$ cat src/rtl/instr_fetch_unit_pkg.sv
// Shared constants for the instruction fetch unit, the control unit and benches.
package instr_fetch_unit_pkg;

    localparam int          DEFAULT_XLEN     = 32;
    localparam logic [31:0] DEFAULT_RESET_PC = 32'h0000_0000;

    // Major opcodes seen by the control unit on the opcode output.
    localparam logic [6:0] OP_R      = 7'b0110011;
    localparam logic [6:0] OP_LOAD   = 7'b0000011;
    localparam logic [6:0] OP_STORE  = 7'b0100011;
    localparam logic [6:0] OP_BRANCH = 7'b1100011;

endpackage

$ cat src/rtl/instr_fetch_unit_fetch_fifo.sv
// Small synchronous FIFO holding {pc, instr} pairs between imem and decode.
// Flush wins over push and pop; the head entry is presented combinationally.
module fetch_fifo #(
    parameter  int DEPTH = 2,
    parameter  int WIDTH = 64,
    localparam int PTR_W = $clog2(DEPTH),
    localparam int CNT_W = PTR_W + 1
) (
    input  logic             clk,
    input  logic             rst,
    input  logic             flush,
    input  logic             push,
    input  logic [WIDTH-1:0] push_data,
    input  logic             pop,
    output logic [WIDTH-1:0] head_data,
    output logic [CNT_W-1:0] count
);

    logic [WIDTH-1:0] mem [DEPTH];
    logic [PTR_W-1:0] wr_ptr;
    logic [PTR_W-1:0] rd_ptr;
    logic             full;

    assign full      = (count == CNT_W'(DEPTH));
    assign head_data = mem[rd_ptr];

    // Pointer, occupancy and storage update; storage is cleared on reset so the head reads zero.
    always_ff @(posedge clk or posedge rst) begin
        if (rst) begin
            wr_ptr <= '0;
            rd_ptr <= '0;
            count  <= '0;
            for (int i = 0; i < DEPTH; i++) begin
                mem[i] <= '0;
            end
        end else if (flush) begin
            wr_ptr <= '0;
            rd_ptr <= '0;
            count  <= '0;
        end else begin
            if (push) begin
                mem[wr_ptr] <= push_data;
                wr_ptr      <= wr_ptr + PTR_W'(1);
            end
            if (pop) begin
                rd_ptr <= rd_ptr + PTR_W'(1);
            end
            count <= count + CNT_W'(push) - CNT_W'(pop);
        end
    end

    // The issue credit in the parent must never let a response land in a full buffer.
    assert property (@(posedge clk) disable iff (rst) !(push && full && !flush));

endmodule

$ cat src/rtl/instr_fetch_unit.sv
// Instruction fetch unit: owns the PC, issues word reads to a one-cycle imem,
// buffers returned words and hands them to decode over valid/ready.
module instr_fetch_unit
    import instr_fetch_unit_pkg::*;
#(
    parameter int          XLEN       = DEFAULT_XLEN,
    parameter logic [XLEN-1:0] RESET_PC = XLEN'(DEFAULT_RESET_PC),
    parameter int          FIFO_DEPTH = 2
) (
    input  logic            clk,
    input  logic            rst,
    output logic            imem_req,
    output logic [XLEN-1:0] imem_addr,
    input  logic [31:0]     imem_rdata,
    output logic            instr_valid,
    input  logic            instr_ready,
    output logic [31:0]     instr,
    output logic [6:0]      opcode,
    output logic [XLEN-1:0] instr_pc,
    input  logic            redirect,
    input  logic [XLEN-1:0] redirect_pc
);

    localparam int CNT_W = $clog2(FIFO_DEPTH) + 1;
    localparam int OCC_W = CNT_W + 1;

    logic [XLEN-1:0]    fetch_pc;
    logic [XLEN-1:0]    req_pc;
    logic               inflight;
    logic               inflight_killed;
    logic               pop;
    logic               push;
    logic [CNT_W-1:0]   count;
    logic [OCC_W-1:0]   occupancy;
    logic [XLEN+31:0]   head_data;

    assign pop       = instr_valid & instr_ready;
    assign push      = inflight & ~inflight_killed;

    // Occupancy counts buffered words plus the one in flight, minus the one leaving now.
    assign occupancy = OCC_W'(count) + OCC_W'(inflight) - OCC_W'(pop);
    assign imem_req  = ~rst & ~redirect & (occupancy < OCC_W'(FIFO_DEPTH));
    assign imem_addr = fetch_pc;

    assign instr_valid        = (count != '0);
    assign {instr_pc, instr}  = head_data;
    assign opcode             = instr[6:0];

    // PC advance, in-flight tracking and redirect handling; redirect targets are forced word aligned.
    always_ff @(posedge clk or posedge rst) begin
        if (rst) begin
            fetch_pc        <= RESET_PC;
            req_pc          <= '0;
            inflight        <= 1'b0;
            inflight_killed <= 1'b0;
        end else begin
            inflight        <= imem_req;
            inflight_killed <= redirect;
            if (redirect) begin
                fetch_pc <= redirect_pc & ~XLEN'(3);
            end else if (imem_req) begin
                fetch_pc <= fetch_pc + XLEN'(4);
                req_pc   <= fetch_pc;
            end
        end
    end

    fetch_fifo #(
        .DEPTH (FIFO_DEPTH),
        .WIDTH (XLEN + 32)
    ) u_fifo (
        .clk       (clk),
        .rst       (rst),
        .flush     (redirect),
        .push      (push),
        .push_data ({req_pc, imem_rdata}),
        .pop       (pop),
        .head_data (head_data),
        .count     (count)
    );

endmodule

$ cat config.mk
export PLATFORM = sky130hd
export DESIGN_NAME = instr_fetch_unit
export DESIGN_NICKNAME = d
export VERILOG_FILES = /design/src/rtl/instr_fetch_unit_pkg.sv /design/src/rtl/instr_fetch_unit_fetch_fifo.sv /design/src/rtl/instr_fetch_unit.sv
export SDC_FILE = /design/constraint.sdc
export NUM_CORES = 1
export LEC_CHECK = 0
export ABC_CLOCK_PERIOD_IN_PS = 17900
export CAP_MARGIN = 25
export CORE_UTILIZATION = 55
export DETAILED_ROUTE_END_ITERATION = 16
export GPL_TIMING_DRIVEN = 0
export MAX_ROUTING_LAYER = met4
export PLACE_DENSITY_LB_ADDON = 0.2
export SLEW_MARGIN = 20
export SYNTH_ARGS = -nofsm -noshare
export SYNTH_HDL_FRONTEND = slang
export SYNTH_SLANG_ARGS = --single-unit
$ cat constraint.sdc
create_clock -name clk -period 17.9 [get_ports clk]
set_input_delay 3.58 -clock clk [delete_from_list [all_inputs] [get_ports clk]]
set_output_delay 3.58 -clock clk [all_outputs]
set_load 0.01 [all_outputs]
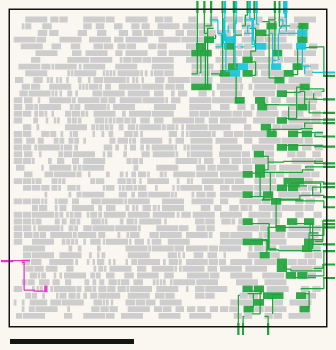
**Above:** run 1 (port wiring).
The bar under the picture is 50 µm long.
- green: imem_rdata (direction input; edge 20 east, 9 north, 3 south; end cells 64; buffers 32; wire 1030 µm)
- magenta: instr_valid (direction output; edge west; end cells 1; buffers 1; wire 29.0 µm)
- cyan: opcode (direction output; edge 6 north, 1 east; end cells 7; buffers 14; wire 220 µm)

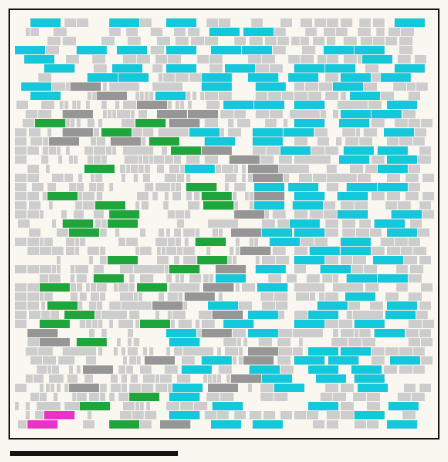
**Above:** run 1 (sequential cells colored by netlist name).
The bar under the picture is 50 µm long. Other sequential cells in the stronger gray, the rest of the logic in the fainter gray.
- cyan: u_fifo.mem (flops 124)
- green: imem_addr (flops 30)
- magenta: u_fifo.count (flops 2)
- not colored: 34
sequential power: 712 µW
sequential cell area share: 42.35%

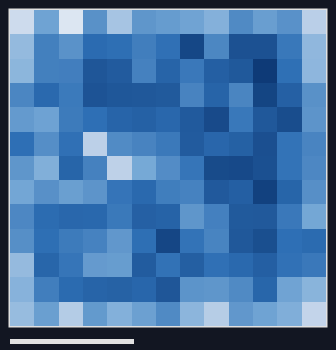
**Above:** run 1 (cell area per tile).
The bar under the picture is 50 µm long. 13 x 13 tiles, from white (low) to dark blue (high), 0 to 100% covered.
- mean over tiles: 67%
- tiles over 75% full: 36%
- fullest tile: 96%
- densest ninth of the die: east

==> impl_results.html, run 1 <==
<h2>Implementation results</h2>
<table>
<tr><th>Metric</th><th>Value</th></tr>
<tr><th colspan="2">Status</th></tr>
<tr><td>Status</td><td>completed</td></tr>
<tr><th colspan="2">Clocking</th></tr>
<tr><td>Clock insertion delay at the later pin of the skew report</td><td>430 ps</td></tr>
<tr><td>Hold buffer count at CTS</td><td>0</td></tr>
<tr><th colspan="2">Synthesis</th></tr>
<tr><td>Multiplexer share</td><td>between 20 and 25%</td></tr>
<tr><td>And+or+nand+nor area frac</td><td>10.79%</td></tr>
<tr><td>Gate Count Post-Synth</td><td>between 700 and 800</td></tr>
<tr><td>Post-Synthesis Mean Instance Area</td><td>12.20 µm²</td></tr>
<tr><td>Most frequent cell after synthesis</td><td>sky130_fd_sc_hd__dfrtp_1</td></tr>
<tr><td>Count of flip-flops with a built-in enable after synthesis</td><td>0</td></tr>
<tr><td>Synth warn</td><td>0</td></tr>
<tr><td>Cells taking the most area after synthesis</td><td>sky130_fd_sc_hd__dfrtp_1 55%, sky130_fd_sc_hd__mux2_2 24%, sky130_fd_sc_hd__nand2_1 5.3%, sky130_fd_sc_hd__o21ai_0 1.3%, sky130_fd_sc_hd__buf_2 0.98%</td></tr>
<tr><td>Adder-Cell Fraction of Synth Area</td><td>less than 1%</td></tr>
<tr><th colspan="2">Route</th></tr>
<tr><td>Met1 wire length</td><td>~8900 µm</td></tr>
<tr><td>Detailed-route wire length</td><td>between 20000 and 25000 µm</td></tr>
<tr><td>Total length of routed met3 wires</td><td>between 1000 and 1500 µm</td></tr>
<tr><td>DRC Markers</td><td>0</td></tr>
<tr><td>Detailed router's first-iteration violation count</td><td>a little under 400</td></tr>
<tr><td>Vias per std cell</td><td>roughly 5.6</td></tr>
<tr><th colspan="2">Min path</th></tr>
<tr><td>Hold worst-path end</td><td>req_pc[2]</td></tr>
<tr><td>Number of cells on the worst hold path</td><td>2</td></tr>
<tr><th colspan="2">Layout</th></tr>
<tr><td>Antenna cells</td><td>0</td></tr>
<tr><td>Gate Area</td><td>~3600 µm²</td></tr>
<tr><td>Max reg flops</td><td>124</td></tr>
<tr><td>Inverters excl. clock</td><td>12</td></tr>
<tr><td>Fraction of layout cells with a size suffix above 1</td><td>roughly 29%</td></tr>
<tr><td>Multi-input gate share of the layout cell area</td><td>32.19%</td></tr>
<tr><td>Register Area</td><td>approximately 4800 µm²</td></tr>
<tr><td>Most frequent logic cell in the layout</td><td>sky130_fd_sc_hd__dfrtp_1</td></tr>
<tr><th colspan="2">Pwr</th></tr>
<tr><td>Switching Power</td><td>between 600 and 700 µW</td></tr>
<tr><td>Maximum ir drop on the vdd rail</td><td>about 0.000072 V</td></tr>
<tr><td>Cell-internal power</td><td>1238 µW</td></tr>
<tr><td>Static power due to leakage</td><td>just over 0.005 µW</td></tr>
<tr><th colspan="2">Place</th></tr>
<tr><td>Detail Placement HPWL</td><td>between 10000 and 15000 µm</td></tr>
<tr><td>Weighted congestion at the end of routability-driven global placement</td><td>slightly above 0.9</td></tr>
<tr><th colspan="2">Floorplanning</th></tr>
<tr><td>Die height</td><td>about 130 µm</td></tr>
<tr><th colspan="2">Timing</th></tr>
<tr><td>Tmin final</td><td>about 10000 ps</td></tr>
<tr><td>Fmax</td><td>roughly 0.095 GHz</td></tr>
<tr><td>Worst relative slew slack</td><td>between 40% and 50%</td></tr>
<tr><td>Max-slew violations</td><td>0</td></tr>
<tr><th colspan="2">Setup path</th></tr>
<tr><td>Worst endpoint required time</td><td>approximately 14000 ps</td></tr>
<tr><td>Launch point of the worst path</td><td>instr_ready</td></tr>
<tr><td>Worst reg-to-reg path cell count</td><td>14</td></tr>
<tr><td>Origin of the critical flop-to-flop path</td><td>u_fifo.count[1]</td></tr>
<tr><td>Cell depth of the worst setup path</td><td>12</td></tr>
<tr><th colspan="2">GRT</th></tr>
<tr><td>Global-route usage over all layers</td><td>27.82%</td></tr>
<tr><td>Remaining global-route overflow</td><td>0</td></tr>
<tr><td>Via count of the first global-routing pass</td><td>6459</td></tr>
<tr><th colspan="2">Run</th></tr>
<tr><td>Tool warning count</td><td>31</td></tr>
<tr><td>Reported max-cap violation count</td><td>0</td></tr>
</table>
==> inputs of run 2 (changes only) <==
--- a/config.mk
+++ b/config.mk
@@ -5,9 +5,9 @@
 export SDC_FILE = /design/constraint.sdc
 export NUM_CORES = 1
 export LEC_CHECK = 0
-export ABC_CLOCK_PERIOD_IN_PS = 17900
+export ABC_CLOCK_PERIOD_IN_PS = 9670
 export CAP_MARGIN = 25
-export CORE_UTILIZATION = 55
+export CORE_UTILIZATION = 52
 export DETAILED_ROUTE_END_ITERATION = 16
 export GPL_TIMING_DRIVEN = 0
 export MAX_ROUTING_LAYER = met4
==> constraint.sdc (replaced) <==
create_clock -name clk -period 9.67 [get_ports clk]
set_input_delay 1.934 -clock clk [delete_from_list [all_inputs] [get_ports clk]]
set_output_delay 1.934 -clock clk [all_outputs]
set_load 0.01 [all_outputs]
==> run 2 against run 1 <==
Against the previous run: flip-flop count unchanged; sequential power increased by 85%; cell count up 0.44%; critical path depth stayed put; combinational power rose by 85%; area after synthesis stayed put; wire length rose by 1.6%; via count is 0.18% lower; clock power grew 110%; first-iteration DRC count increased by 0.51%; utilization decreased by 2.8 points; largest cell class unchanged.
==> impl_results.html, run 2 <==
<h2>Implementation results</h2>
<table>
<tr><th>Metric</th><th>Value</th></tr>
<tr><th colspan="2">Status</th></tr>
<tr><td>Status</td><td>completed (unchanged)</td></tr>
<tr><th colspan="2">GRT</th></tr>
<tr><td>Global-route usage over all layers</td><td>26.86% (was 27.82%)</td></tr>
<tr><td>Remaining global-route overflow</td><td>0 (unchanged)</td></tr>
<tr><th colspan="2">Timing</th></tr>
<tr><td>Worst relative slew slack</td><td>52.68% (was 46.68%)</td></tr>
<tr><td>Tmin final</td><td>approximately 7200 ps</td></tr>
<tr><td>Fmax</td><td>approximately 0.14 GHz</td></tr>
<tr><th colspan="2">Synthesis</th></tr>
<tr><td>Multiplexer share</td><td>24.38% (unchanged)</td></tr>
<tr><td>Gate Count Post-Synth</td><td>711 (unchanged)</td></tr>
<tr><td>Most frequent cell after synthesis</td><td>sky130_fd_sc_hd__dfrtp_1 (unchanged)</td></tr>
<tr><td>Count of flip-flops with a built-in enable after synthesis</td><td>0 (unchanged)</td></tr>
<tr><td>And+or+nand+nor area frac</td><td>10.79% (unchanged)</td></tr>
<tr><td>Synth warn</td><td>0 (unchanged)</td></tr>
<tr><th colspan="2">Route</th></tr>
<tr><td>Total length of routed met3 wires</td><td>1081 µm (was 1363 µm)</td></tr>
<tr><td>Met1 wire length</td><td>9132 µm (was 8931 µm)</td></tr>
<tr><td>Detailed-route wire length</td><td>21220 µm (was 20880 µm)</td></tr>
<tr><td>Detailed router's first-iteration violation count</td><td>395 (was 393)</td></tr>
<tr><th colspan="2">Setup path</th></tr>
<tr><td>Worst endpoint required time</td><td>7740 ps (was 14320 ps)</td></tr>
<tr><td>Launch point of the worst path</td><td>instr_ready (unchanged)</td></tr>
<tr><td>Origin of the critical flop-to-flop path</td><td>u_fifo.count[1] (unchanged)</td></tr>
<tr><th colspan="2">Layout</th></tr>
<tr><td>Fraction of layout cells with a size suffix above 1</td><td>28.37% (was 28.59%)</td></tr>
<tr><td>Sequential cell area share</td><td>41.97% (was 42.35%)</td></tr>
<tr><td>Max reg flops</td><td>124 (unchanged)</td></tr>
<tr><td>Multi-input gate share of the layout cell area</td><td>31.90% (was 32.19%)</td></tr>
<tr><td>Inverters excl. clock</td><td>12 (unchanged)</td></tr>
<tr><td>Most frequent logic cell in the layout</td><td>sky130_fd_sc_hd__dfrtp_1 (unchanged)</td></tr>
<tr><td>Register Area</td><td>4755 µm² (unchanged)</td></tr>
<tr><td>Antenna cells</td><td>0 (unchanged)</td></tr>
<tr><th colspan="2">Pwr</th></tr>
<tr><td>Static power due to leakage</td><td>0.005145 µW (was 0.005106 µW)</td></tr>
<tr><td>Switching Power</td><td>1127 µW (was 616.3 µW)</td></tr>
<tr><td>Cell-internal power</td><td>2415 µW (was 1238 µW)</td></tr>
<tr><th colspan="2">Min path</th></tr>
<tr><td>Number of cells on the worst hold path</td><td>2 (unchanged)</td></tr>
<tr><td>Hold worst-path end</td><td>req_pc[2] (unchanged)</td></tr>
<tr><th colspan="2">Place</th></tr>
<tr><td>Weighted congestion at the end of routability-driven global placement</td><td>0.8591 (was 0.9134)</td></tr>
</table>
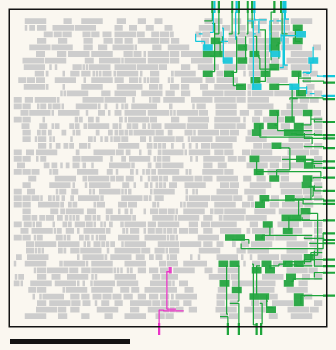
**Above:** run 2 (port wiring).
The bar under the picture is 50 µm long.
- cyan: opcode (direction output; edge 5 north, 2 east; end cells 7; buffers 14; wire 202 µm)
- green: imem_rdata (direction input; edge 20 east, 8 north, 4 south; end cells 64; buffers 32; wire 950 µm)
- magenta: instr_valid (direction output; edge south; end cells 1; buffers 1; wire 37.5 µm)
top-level I/O count: 173
I/O Buffers: 166

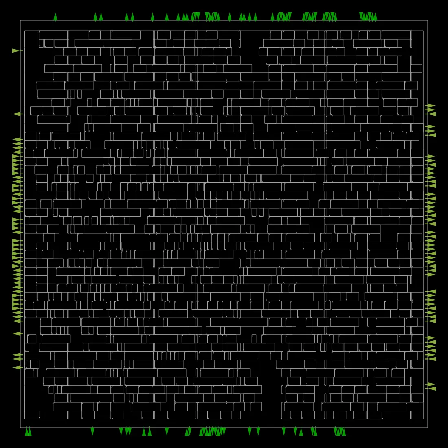
**Above:** run 2 (cell placement).
standard-cell row count: 46
filler cell count in the final layout: 1134
Finished Core Util: 70.55%
Final Instance Count excl. Fillers: 1129
registers: 190

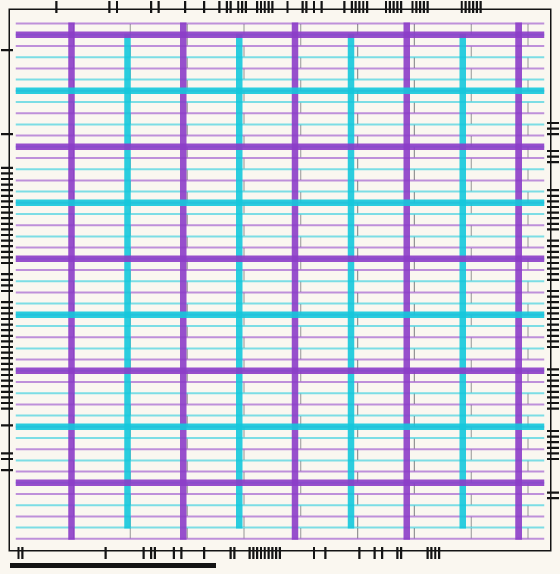
**Above:** run 2 (power grid).
The bar under the picture is 50 µm long. Pins as bars on the die edge. Tap cells in gray.
- cyan: VDD
- purple: VSS
- tap cells: 216
- met4 straps: 9
- met5 straps: 9
maximum ir drop on the vdd rail: 0.0001447 V
die height: 131.1 µm
core outline area: 16060 µm²

Power figures rest on the tool's default switching activity, not on a simulated workload.
